===== src/rtl/calc_pkg.sv =====
// Shared types and constants for the keypad calculator: key codes, FSM states,
// operator encoding and the digit-count to operand-width helper.
package calc_pkg;

  localparam logic [3:0] KEY_ADD  = 4'd10;
  localparam logic [3:0] KEY_SUB  = 4'd11;
  localparam logic [3:0] KEY_MUL  = 4'd12;
  localparam logic [3:0] KEY_EQ   = 4'd13;
  localparam logic [3:0] KEY_CLR  = 4'd14;
  localparam logic [3:0] KEY_NONE = 4'd15;

  typedef enum logic [2:0] {
    S_OPA    = 3'd0,
    S_OPB    = 3'd1,
    S_CALC   = 3'd2,
    S_RESULT = 3'd3,
    S_ERR    = 3'd4
  } state_e;

  typedef enum logic [1:0] {
    OP_ADD = 2'd0,
    OP_SUB = 2'd1,
    OP_MUL = 2'd2
  } op_e;

  function automatic int pow10(input int d);
    int p;
    p = 1;
    for (int i = 0; i < d; i++) p = p * 10;
    return p;
  endfunction

  // Smallest width able to hold every DIGITS-digit decimal operand.
  function automatic int opw_for(input int digits);
    int w;
    w = 0;
    while ((1 << w) < pow10(digits)) w = w + 1;
    return w;
  endfunction

  function automatic op_e key_to_op(input logic [3:0] code);
    case (code)
      KEY_SUB: return OP_SUB;
      KEY_MUL: return OP_MUL;
      default: return OP_ADD;
    endcase
  endfunction

endpackage


===== src/rtl/calc_fsm_p_if.sv =====
// Key-event input and display-bundle output of the calculator controller.
// The keypad side uses the master modport, the calculator the slave modport.
interface calc_fsm_p_if
  import calc_pkg::*;
#(parameter int DIGITS = 3);

  localparam int OPW  = opw_for(DIGITS);
  localparam int RESW = 2 * OPW;

  logic            key_valid;
  logic [3:0]      key_code;
  logic [RESW-1:0] disp_value;
  logic            disp_neg;
  logic [1:0]      disp_src;
  logic            busy;
  logic            err;
  logic [2:0]      state_o;

  modport master (
    output key_valid, key_code,
    input  disp_value, disp_neg, disp_src, busy, err, state_o
  );

  modport slave (
    input  key_valid, key_code,
    output disp_value, disp_neg, disp_src, busy, err, state_o
  );

endinterface


===== src/rtl/calc_mul_seq.sv =====
// Shift-add multiplier: the first partial product is folded into the start cycle
// so the product is ready and done pulses exactly OPW cycles after start.
module calc_mul_seq #(
  parameter int OPW = 10
) (
  input  logic              clk,
  input  logic              reset,
  input  logic              abort,
  input  logic              start,
  input  logic [OPW-1:0]    a,
  input  logic [OPW-1:0]    b,
  output logic              done,
  output logic [2*OPW-1:0]  product
);

  localparam int RESW = 2 * OPW;
  localparam int CW   = $clog2(OPW + 1);

  logic [RESW-1:0] mcand_q, mcand_d;
  logic [OPW-1:0]  mplier_q, mplier_d;
  logic [RESW-1:0] acc_q, acc_d;
  logic [CW-1:0]   cnt_q, cnt_d;
  logic            run_q, run_d;
  logic            done_q, done_d;

  always_comb begin
    mcand_d  = mcand_q;
    mplier_d = mplier_q;
    acc_d    = acc_q;
    cnt_d    = cnt_q;
    run_d    = run_q;
    done_d   = 1'b0;
    if (abort) begin
      mcand_d  = '0;
      mplier_d = '0;
      acc_d    = '0;
      cnt_d    = '0;
      run_d    = 1'b0;
    end else if (start) begin
      acc_d    = b[0] ? RESW'(a) : '0;
      mcand_d  = RESW'(a) << 1;
      mplier_d = b >> 1;
      cnt_d    = CW'(1);
      run_d    = 1'b1;
    end else if (run_q) begin
      acc_d    = acc_q + (mplier_q[0] ? mcand_q : '0);
      mcand_d  = mcand_q << 1;
      mplier_d = mplier_q >> 1;
      cnt_d    = cnt_q + CW'(1);
      if (cnt_q == CW'(OPW - 1)) begin
        run_d  = 1'b0;
        done_d = 1'b1;
      end
    end
  end

  always_ff @(posedge clk) begin
    if (reset) begin
      mcand_q  <= '0;
      mplier_q <= '0;
      acc_q    <= '0;
      cnt_q    <= '0;
      run_q    <= 1'b0;
      done_q   <= 1'b0;
    end else begin
      mcand_q  <= mcand_d;
      mplier_q <= mplier_d;
      acc_q    <= acc_d;
      cnt_q    <= cnt_d;
      run_q    <= run_d;
      done_q   <= done_d;
    end
  end

  assign done    = done_q;
  assign product = acc_q;

endmodule


===== src/rtl/calc_fsm_p.sv =====
// Keypad calculator controller: decimal operand entry, add/sub/multiply with
// result chaining and an error state, driving a registered display bundle.
module calc_fsm_p
  import calc_pkg::*;
#(
  parameter int DIGITS = 3
) (
  input  logic         clk,
  input  logic         reset,
  calc_fsm_p_if.slave  bus
);

  localparam int OPW  = opw_for(DIGITS);
  localparam int RESW = 2 * OPW;
  localparam logic [RESW-1:0] MAX_OPERAND = RESW'(pow10(DIGITS) - 1);

  state_e          state_q, state_d;
  op_e             op_q, op_d;
  logic [OPW-1:0]  opa_q, opa_d;
  logic [OPW-1:0]  opb_q, opb_d;
  logic [2:0]      cnt_q, cnt_d;
  logic [RESW-1:0] result_q, result_d;
  logic            neg_q, neg_d;
  logic [RESW-1:0] disp_value_q, disp_value_d;
  logic            disp_neg_q, disp_neg_d;
  logic [1:0]      disp_src_q, disp_src_d;
  logic            busy_q, busy_d;
  logic            err_q, err_d;

  logic            key_ok, is_digit, is_op, is_eq, is_clr;
  logic            mul_start, mul_done;
  logic [RESW-1:0] mul_product;
  logic [OPW-1:0]  digit_val;

  assign key_ok    = bus.key_valid && (bus.key_code != KEY_NONE);
  assign is_digit  = key_ok && (bus.key_code <= 4'd9);
  assign is_op     = key_ok && ((bus.key_code == KEY_ADD) || (bus.key_code == KEY_SUB) ||
                                (bus.key_code == KEY_MUL));
  assign is_eq     = key_ok && (bus.key_code == KEY_EQ);
  assign is_clr    = key_ok && (bus.key_code == KEY_CLR);
  assign digit_val = OPW'(bus.key_code);

  calc_mul_seq #(.OPW(OPW)) u_mul (
    .clk     (clk),
    .reset   (reset),
    .abort   (is_clr),
    .start   (mul_start),
    .a       (opa_q),
    .b       (opb_q),
    .done    (mul_done),
    .product (mul_product)
  );

  always_comb begin
    state_d   = state_q;
    op_d      = op_q;
    opa_d     = opa_q;
    opb_d     = opb_q;
    cnt_d     = cnt_q;
    result_d  = result_q;
    neg_d     = neg_q;
    mul_start = 1'b0;

    if (is_clr) begin
      state_d  = S_OPA;
      op_d     = OP_ADD;
      opa_d    = '0;
      opb_d    = '0;
      cnt_d    = '0;
      result_d = '0;
      neg_d    = 1'b0;
    end else begin
      case (state_q)
        S_OPA: begin
          if (is_digit) begin
            if (cnt_q < 3'(DIGITS)) begin
              opa_d = opa_q * OPW'(10) + digit_val;
              cnt_d = cnt_q + 3'd1;
            end
          end else if (is_op) begin
            op_d    = key_to_op(bus.key_code);
            opb_d   = '0;
            cnt_d   = '0;
            state_d = S_OPB;
          end
        end
        S_OPB: begin
          if (is_digit) begin
            if (cnt_q < 3'(DIGITS)) begin
              opb_d = opb_q * OPW'(10) + digit_val;
              cnt_d = cnt_q + 3'd1;
            end
          end else if (is_op) begin
            if (cnt_q == 3'd0) op_d = key_to_op(bus.key_code);
          end else if (is_eq && (cnt_q != 3'd0)) begin
            state_d   = S_CALC;
            mul_start = (op_q == OP_MUL);
          end
        end
        S_CALC: begin
          case (op_q)
            OP_ADD: begin
              result_d = RESW'(opa_q) + RESW'(opb_q);
              neg_d    = 1'b0;
              state_d  = S_RESULT;
            end
            OP_SUB: begin
              if (opa_q < opb_q) begin
                result_d = RESW'(opb_q - opa_q);
                neg_d    = 1'b1;
              end else begin
                result_d = RESW'(opa_q - opb_q);
                neg_d    = 1'b0;
              end
              state_d = S_RESULT;
            end
            OP_MUL: begin
              if (mul_done) begin
                result_d = mul_product;
                neg_d    = 1'b0;
                state_d  = S_RESULT;
              end
            end
            default: state_d = S_ERR;
          endcase
        end
        S_RESULT: begin
          if (is_digit) begin
            opa_d   = digit_val;
            cnt_d   = 3'd1;
            state_d = S_OPA;
          end else if (is_op) begin
            // Chaining only works if the result is itself a legal operand.
            if (!neg_q && (result_q <= MAX_OPERAND)) begin
              opa_d   = OPW'(result_q);
              op_d    = key_to_op(bus.key_code);
              opb_d   = '0;
              cnt_d   = '0;
              state_d = S_OPB;
            end else begin
              state_d = S_ERR;
            end
          end
        end
        S_ERR: state_d = S_ERR;
        default: state_d = S_OPA;
      endcase
    end

    disp_neg_d = 1'b0;
    case (state_d)
      S_OPA: begin
        disp_value_d = RESW'(opa_d);
        disp_src_d   = 2'd0;
      end
      S_OPB, S_CALC: begin
        if (cnt_d == 3'd0) begin
          disp_value_d = RESW'(opa_d);
          disp_src_d   = 2'd0;
        end else begin
          disp_value_d = RESW'(opb_d);
          disp_src_d   = 2'd1;
        end
      end
      default: begin
        disp_value_d = result_d;
        disp_src_d   = 2'd2;
        disp_neg_d   = neg_d;
      end
    endcase
    busy_d = (state_d == S_CALC) && (op_d == OP_MUL);
    err_d  = (state_d == S_ERR);
  end

  always_ff @(posedge clk) begin
    if (reset) begin
      state_q      <= S_OPA;
      op_q         <= OP_ADD;
      opa_q        <= '0;
      opb_q        <= '0;
      cnt_q        <= '0;
      result_q     <= '0;
      neg_q        <= 1'b0;
      disp_value_q <= '0;
      disp_neg_q   <= 1'b0;
      disp_src_q   <= 2'd0;
      busy_q       <= 1'b0;
      err_q        <= 1'b0;
    end else begin
      state_q      <= state_d;
      op_q         <= op_d;
      opa_q        <= opa_d;
      opb_q        <= opb_d;
      cnt_q        <= cnt_d;
      result_q     <= result_d;
      neg_q        <= neg_d;
      disp_value_q <= disp_value_d;
      disp_neg_q   <= disp_neg_d;
      disp_src_q   <= disp_src_d;
      busy_q       <= busy_d;
      err_q        <= err_d;
    end
  end

  assign bus.disp_value = disp_value_q;
  assign bus.disp_neg   = disp_neg_q;
  assign bus.disp_src   = disp_src_q;
  assign bus.busy       = busy_q;
  assign bus.err        = err_q;
  assign bus.state_o    = state_q;

endmodule


===== src/flat_wrapper.sv =====
// flat-port wrapper written by rule: the top's interface ports become plain ports
module calc_fsm_p_flat import calc_pkg::*;
#(
  parameter int DIGITS = 3
)
  (clk, reset, bus_key_valid, bus_key_code, bus_disp_value, bus_disp_neg, bus_disp_src, bus_busy, bus_err, bus_state_o);
  calc_fsm_p_if #(.DIGITS(DIGITS)) bus_i ();
  input  logic clk;
  input  logic reset;
  input wire logic [$bits(bus_i.key_valid)-1:0] bus_key_valid;
  input wire logic [$bits(bus_i.key_code)-1:0] bus_key_code;
  output wire logic [$bits(bus_i.disp_value)-1:0] bus_disp_value;
  output wire logic [$bits(bus_i.disp_neg)-1:0] bus_disp_neg;
  output wire logic [$bits(bus_i.disp_src)-1:0] bus_disp_src;
  output wire logic [$bits(bus_i.busy)-1:0] bus_busy;
  output wire logic [$bits(bus_i.err)-1:0] bus_err;
  output wire logic [$bits(bus_i.state_o)-1:0] bus_state_o;
  assign bus_i.key_valid = bus_key_valid;
  assign bus_i.key_code = bus_key_code;
  assign bus_disp_value = bus_i.disp_value;
  assign bus_disp_neg = bus_i.disp_neg;
  assign bus_disp_src = bus_i.disp_src;
  assign bus_busy = bus_i.busy;
  assign bus_err = bus_i.err;
  assign bus_state_o = bus_i.state_o;
  calc_fsm_p #(.DIGITS(DIGITS)) u_core (.clk(clk), .reset(reset), .bus(bus_i));
endmodule

===== config.mk =====
export PLATFORM = sky130hd
export DESIGN_NAME = calc_fsm_p_flat
export DESIGN_NICKNAME = d
export VERILOG_FILES = /design/src/rtl/calc_pkg.sv /design/src/rtl/calc_fsm_p_if.sv /design/src/rtl/calc_mul_seq.sv /design/src/rtl/calc_fsm_p.sv /design/src/flat_wrapper.sv
export SDC_FILE = /design/constraint.sdc
export NUM_CORES = 1
export LEC_CHECK = 0
export CAP_MARGIN = 20
export CORE_ASPECT_RATIO = 0.9
export CORE_MARGIN = 2
export CORE_UTILIZATION = 55
export CTS_CLUSTER_DIAMETER = 120
export DETAILED_ROUTE_END_ITERATION = 10
export PLACE_DENSITY = 0.73
export SYNTH_ARGS = -nofsm -noshare
export SYNTH_HDL_FRONTEND = slang
export SYNTH_SLANG_ARGS = --single-unit

===== constraint.sdc =====
create_clock -name clk -period 7.35 [get_ports clk]
set_clock_uncertainty 0.2 [all_clocks]
set_input_delay 1.1025 -clock clk [delete_from_list [all_inputs] [get_ports clk]]
set_output_delay 1.1025 -clock clk [all_outputs]
set_load 0.01 [all_outputs]

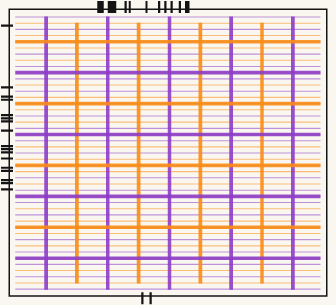
run_1/power_grid.png
Pins as bars on the die edge.
| colour | net |
|---|---|
| purple | VSS |
| orange | VDD |
met5 straps: 8
met1 rails: 45
rows: 44
met4 straps: 9
Die Width: 139 um
Die Y: 125 um
core box area: 16100 sq um
peak supply drop: 0.153 mV

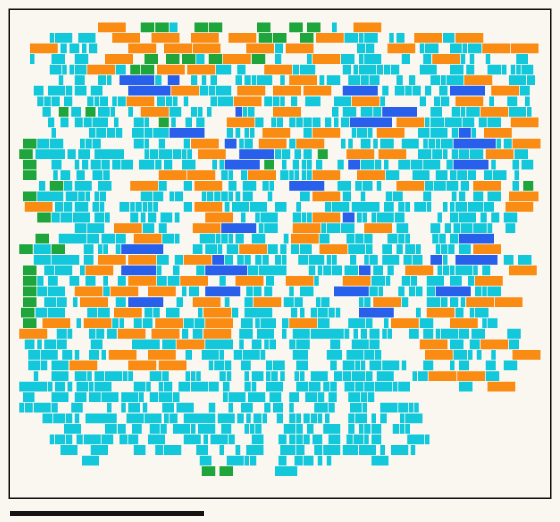
run_1/placement_by_type.png
Scale bar: 50 um.
| colour | class | cells |
|---|---|---|
| green | remaining buffers and delay cells | 41 |
| blue | clock drivers and dummy loads | 32 |
| cyan | combinational and other logic | 901 |
| orange | sequential cells | 128 |
design area: 10100 sq um
row cnt: 44
fin util: 62.9%

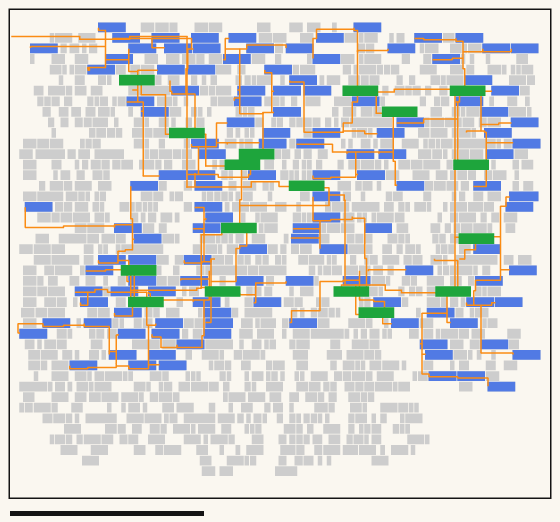
run_1/clk_routes.png
Scale bar: 50 um.
[green] clock drivers | count: 17
[orange] clock wires | length: 1710 um
[blue] flip-flops | count: 128
routed clock nets: 18
Clk pwr share: 49.8%
clk_lat worst skew: 420 ps
Clock net power: 980 uW

run 1: synth_stat cells (4+ instances only):
cell type  count  area, sq um
dfxtp_1      128         2560
nor2_1       116          435
ha_1          80         1000
nand2_1       70          263
a21oi_1       64          320
inv_1         56          210
o21ai_0       49          245
mux2i_1       47          470
clkbuf_1      39          146
a211oi_1      35          263
nor3_1        28          140
and2_1        27          169
nand3_1       26          130
xnor2_1       24          210
nor2b_1       21          131
a22oi_1       19          143
a31oi_1       15         93.8
a21o_1        14          105
xor2_1        14          123
and3_1        13         81.3
mux2_2        11          124
buf_2         10         50.1
nand2b_1      10         62.6
o22ai_1        9         56.3
fa_1           8          160
o21a_1         8         60.1
nand4_1        7         43.8
nor4_1         7         43.8
o211ai_1       7         52.6
o31ai_1        7         52.6
or3_1          7         43.8
a22o_1         6         52.6
or2_2          6         37.5
a311oi_1       5         43.8
a32oi_1        5         43.8
o2111ai_1      5         43.8
a21boi_0       4         30.0
and4_1         4         35.0
buf_1          4         15.0
nand3b_1       4         30.0
nor3b_1        4         30.0
o21bai_1       4         30.0
run 1: power breakdown:
group	total, uW	internal (uW)	switching (uW)
combinational	265	104	161
sequential	724	703	20.9
clock	980	642	338
run 1: per-layer routing:
metal	vias to the layer above	part of all wire (%)	GRT usage (%)	wire [um]
met5	-	0	0	0
met1	3874	46	40.8	11600
met2	355	44	45.0	11300
met4	0	1.4	7.01	353
met3	39	8.7	6.55	2220
li1	3952	-	-	-
run 1: how the worst min path moves through the flow:
| stage | from | endpoint | slack [ps] | cells past startpoint |
|---|---|---|---|---|
| global placement | u_core.result_q[13] | u_core.result_q[13] | 250 | 2 |
| finish | u_core.u_mul.product[0] | u_core.u_mul.product[0] | 260 | 2 |
| floorplan | u_core.u_mul.product[0] | u_core.u_mul.product[0] | 240 | 2 |
| global route | u_core.result_q[13] | u_core.result_q[13] | 280 | 2 |
| CTS | u_core.u_mul.product[0] | u_core.u_mul.product[0] | 260 | 2 |
| detailed placement | u_core.u_mul.product[0] | u_core.u_mul.product[0] | 250 | 2 |
run 1: cell families after synthesis:
logic type / count (synthesis) / synth area share, %
adder cells (fa/ha/maj): 88 / 12.9
flip-flops: 128 / 28.4
buffers and inverters: 113 / 5.06
XOR/XNOR: 40 / 4.19
AND-OR/OR-AND: 297 / 22.7
AND/OR/NAND/NOR: 362 / 20.2
multiplexers: 58 / 6.59
run 1: through the flow:
stage          instance area (sq um)  power (uW)  setup slack [ps]
3_3_place_gp                    9430         993              2830
4_1_cts                        10100        1970              3250
2_1_floorplan                   9020         925              3980
5_1_grt                        10100        2030              2890
3_5_place_dp                    9430         995              2840
6_report                       10100        1970              3190
run 1: area by class of cell:
type	instances	share of cell area [%]
multi-input cells	845	59.4
flip-flops and latches	128	25.4
well taps	207	2.56
clock buffers	17	4.21
repair buffers	41	3.89
clock inverters	15	2.52
inverters	56	2.08
run 1: worst max-delay path, delay by kind of cell:
kind	cells	cell delay, ps
AND-OR/OR-AND	1	90
buffers and inverters	2	1060
multiplexers	1	150
AND/OR/NAND/NOR	5	1820
==> job_summary.md, run 1 <==
## Synthesis and layout report

| Metric | Value |
|---|---|
| Outcome | `finished clean` |
| Final slew viol count | `0` |
| Yosys stat area | `approximately 9000 sq um` |
| Ys async rst share | `0%` |
| Crit-path max FO | `around 46` |
| Sequential area share after synthesis | `28.4%` |
| Leakage power | `0.00414 uW` |
| Fin Hold WS | `~260 ps` |
| First-pass GRT wire length | `slightly above 40000 um` |
| Nets@finish | `1184` |
| CP Data Arrival Time | `4240 ps` |
| Largest net degree at the start of global routing | `57` |
| Startpoint Class | `input pin` |
| Critical Path End Type | `flop` |
| Vias in the first global route | `roughly 7700` |
| Reg-to-Reg End | `u_core.bus.disp_value[8]` |
| F_max | `240 MHz` |
| Grt total ovfl | `0` |
| Final worst path period need | `4160 ps` |
| Port buffer count | `34` |
| Slew headroom | `38.2%` |
| First-pass iteration count of the detailed router | `5` |
| Yosys Instances | `between 1000 and 1500` |
| Initial antenna violation count | `0` |
| Mean Syn Cell Area | `around 8.3 sq um` |
| Detailed placement HPWL | `18300 um` |
| Area grow syn2layout | `12.1%` |
| Fin. Hold Viols | `0` |
| Max-cap violation count | `0` |
| Worst reg-to-reg setup slack | `around 3300 ps` |
| Cells after Synth | `approximately 1100` |
| CTS tree | `done` |
| Reg area | `between 2000 and 3000 sq um` |
| Via count | `between 8000 and 9000` |
| Initial DRC Count | `723` |
| CTS root buffer | `clkbuf_16` |
| Setup CP Type | `input pin to flop` |
| Post-CTS setup repair buffer count | `0` |
| RSZ-0062 raised after global routing | `false` |
| Yosys cell types | `82` |
| CP dominant cell by count | `nand2_1` |
| FP Util | `between 50% and 60%` |
| Worst reg-to-reg path cell count | `9` |
| Share of cells above drive strength 1 | `6.72%` |
--- run 2 (diff from run 1) ---
--- a/config.mk
+++ b/config.mk
@@ -11,7 +11,7 @@
 export CORE_UTILIZATION = 55
 export CTS_CLUSTER_DIAMETER = 120
 export DETAILED_ROUTE_END_ITERATION = 10
-export PLACE_DENSITY = 0.73
+export PLACE_DENSITY = 0.76
 export SYNTH_ARGS = -nofsm -noshare
 export SYNTH_HDL_FRONTEND = slang
 export SYNTH_SLANG_ARGS = --single-unit
==> constraint.sdc (replaced) <==
create_clock -name clk -period 3.6 [get_ports clk]
set_clock_uncertainty 0.2 [all_clocks]
set_input_delay 0.54 -clock clk [delete_from_list [all_inputs] [get_ports clk]]
set_output_delay 0.54 -clock clk [all_outputs]
set_load 0.01 [all_outputs]
==> run 2 against run 1 <==
  * Area after synthesis unchanged
  * Via count up 4.1%
  * Sequential power is 100% higher
  * Worst setup slack lost 3000 ps
  * Wire length rose by 2.5%
  * First-iteration DRC count is 13% higher
==> job_summary.md, run 2 <==
## Synthesis and layout report

| Metric | Value |
|---|---|
| Die Width | `139 um` |
| Setup TNS | `0 ps` |
| Initial antenna violation count | `0` |
| Mean Syn Cell Area | `a little over 8 sq um` |
| Yosys Instances | `around 1100` |
| First-pass GRT wire length | `42200 um` |
| Post-DP Area | `10000 sq um` |
| Slew headroom | `49.0%` |
| Port buffer count | `34` |
| FP Util | `56.1%` |
| F_max | `293 MHz` |
| Reg2Reg Launch Point | `u_core.opa_q[0]` |
| Area grow syn2layout | `17.0%` |
| Synth Register Bits | `128` |
| Worst Hold Path EP | `u_core.result_q[12]` |
| Max stage delay on crit path | `550 ps` |
| Sequential area share after synthesis | `28.4%` |
| Post-synth top cells | `dfxtp_1, nor2_1, ha_1, nand2_1, a21oi_1` |
| CP dominant cell by count | `ha_1` |
| Critical Path End Type | `flop` |
| Startpoint Class | `flop` |
| Total track usage | `~30%` |
| Synth top area share | `around 28%` |
| Min-Delay Path Depth | `2` |
| Worst reg-to-reg path cell count | `12` |
| Core box area | `16100 sq um` |
| Row cnt | `44` |
| Yosys stat area | `9020 sq um` |
| Outcome | `finished clean` |
| Via count | `8553` |
| CP Data Arrival Time | `3520 ps` |
| Tightest Pin Transition | `764 ps` |
| Max-cap violation count | `0` |
| First-pass iteration count of the detailed router | `6` |
| Largest net degree at the start of global routing | `about 53` |
| Die Y | `roughly 130 um` |
| Ys async rst share | `0%` |
| Post-DRT Antenna Nets | `0` |
| Final slew viol count | `0` |
| Worst reg-to-reg setup slack | `~190 ps` |
| Setup CP Type | `flop to flop` |
| Share of cells above drive strength 1 | `12.7%` |
| Leakage power | `between 0.004 and 0.005 uW` |
| Crit-path max FO | `7` |
| Fin. Hold Viols | `0` |
| Final worst setup slack | `188 ps` |
| IO Pins | `35` |
| Vias in the first global route | `8099` |
| Initial DRC Count | `around 810` |
| Nets@finish | `approximately 1300` |
| CTS tree | `done` |
| CTS root buffer | `clkbuf_16` |
| Most area-hungry cell type in the Yosys netlist | `dfxtp_1` |
| Design area | `10600 sq um` |
| Cts hold-fix bufs | `0` |
| Detailed placement HPWL | `19600 um` |
| Reg-to-Reg End | `u_core.bus.disp_value[9]` |
| Most common cell in the netlist | `dfxtp_1` |
| Grt total ovfl | `0` |
| Yosys cell types | `between 80 and 90` |
| Final worst path period need | `3410 ps` |
| Flip-flops with a built-in enable | `0` |
| Top cells, area | `dfxtp_1, ha_1, mux2i_1` |
| Top cells excl fill/tap | `dfxtp_1, nor2_1, buf_4` |
| Pwr dens | `approximately 350 nW/um^2` |
| CTS H-tree lvls | `4` |
| Dpl ws | `-2.39 ps` |
| Cells after Synth | `1086` |
| GPL Wtd Cong | `0.939` |
| Hold Startpoint | `u_core.result_q[12]` |
| RSZ-0062 raised after global routing | `false` |
[run 2: cell types whose count changed in the layout (fill, tap and decap cells not counted), sizes merged]
cell / change
buf: +75
bufinv: -6
clkbuf: +3
clkinv: +1
clkinvlp: +4
inv: -2
[run 2: repair_timing]
action                     4_1_cts  5_1_grt
setup endpoints to repair        0        1
resized                          0        1
setup buffers                    0        0
[run 2: critical path, delay by kind of cell, from the launching register on]
| family | cells | cell delay [ps] |
|---|---|---|
| fa+ha+maj | 3 | 830 |
| simple gates | 4 | 670 |
| xor+xnor | 2 | 570 |
| flops | 1 | 550 |
| compound gates | 2 | 420 |
| buf+inv | 1 | 60 |
[run 2: metal layers]
metal / wire [um] / GRT usage (%) / vias to the layer above / share of wire (%)
li1: - / - / 4110 / -
met1: 11600 / 41.9 / 4030 / 44
met2: 11800 / 47.6 / 361 / 45
met3: 2160 / 5.32 / 52 / 8.3
met4: 528 / 9.03 / 0 / 2.0
met5: 0 / 0 / - / 0
[run 2: logic make-up after synthesis]
kind of cell	share of synthesized area, %
AOI/OAI and AO/OA	22.7
xor gates and xnor gates	4.19
adders and majority gates	12.9
buffers and inverters	5.06
DFF	28.4
muxes	6.59
and+or+nand+nor	20.2
[run 2: through the flow]
stage / power, uW / utilization (%) / hold WS, ps
after floorplan: 1890 / - / 236
after global placement: 2110 / 62.2 / 250
after detailed placement: 2120 / 62.2 / 254
after CTS: 3700 / 65.7 / 261
after global routing: 3820 / 65.7 / 284
final: 3700 / 65.7 / 259
[run 2: area by class of cell]
class	instances	area, sq um	share of cell area, %
clock buffers	20	467	4.42
clock inverters	12	85.1	0.806
inverters	56	210	1.99
multi-input cells	845	6000	56.9
flip-flops and latches	128	2560	24.3
well taps	207	259	2.45
repair buffers	116	968	9.17
[run 2: worst max path at each step]
stage,end,cells after the start,slack [ps],startpoint
3_3_place_gp,u_core.bus.disp_value[9],10,30,bus_key_code[1]
2_1_floorplan,u_core.bus.disp_value[9],11,400,u_core.opa_q[1]
5_1_grt,u_core.bus.disp_value[10],14,10,u_core.opa_q[0]
3_5_place_dp,u_core.bus.disp_value[9],10,-2,bus_key_code[1]
4_1_cts,u_core.u_mul.product[19],13,220,u_core.u_mul.mplier_q[0]
6_report,u_core.bus.disp_value[9],12,190,u_core.opa_q[0]
[run 2: where the power goes]
part	total (uW)	internal, uW	switching (uW)
Combinational	645	282	363
Sequential	1460	1440	22.0
Clock	1600	934	668
Total	3700	2650	1050
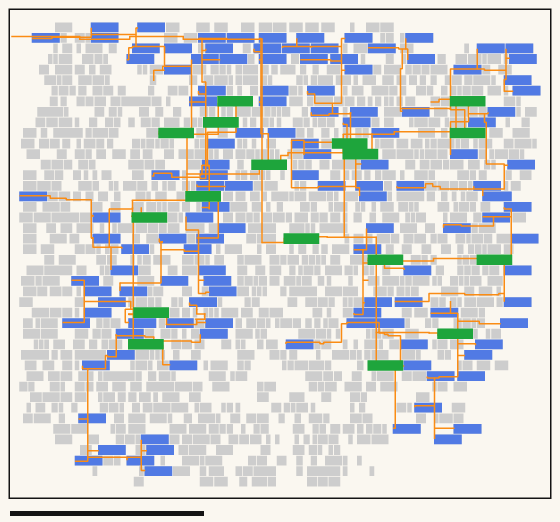
run_2/clk_routes.png
Scale bar: 50 um.
[blue] flip-flops | count: 128
[orange] clock wires | length: 1660 um
[green] clock drivers | count: 17
routed clock nets: 18
Clk pwr share: 43.2%
clk_lat worst skew: 430 ps
Clock net power: 1600 uW

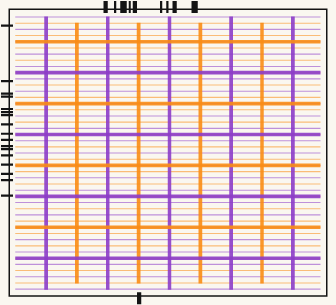
run_2/power_grid.png
Pins as bars on the die edge.
| colour | net |
|---|---|
| purple | VSS |
| orange | VDD |
met5 straps: 8
met4 straps: 9
peak supply drop: 0.341 mV

No activity file was given, so power comes from the tool's default toggle rates.
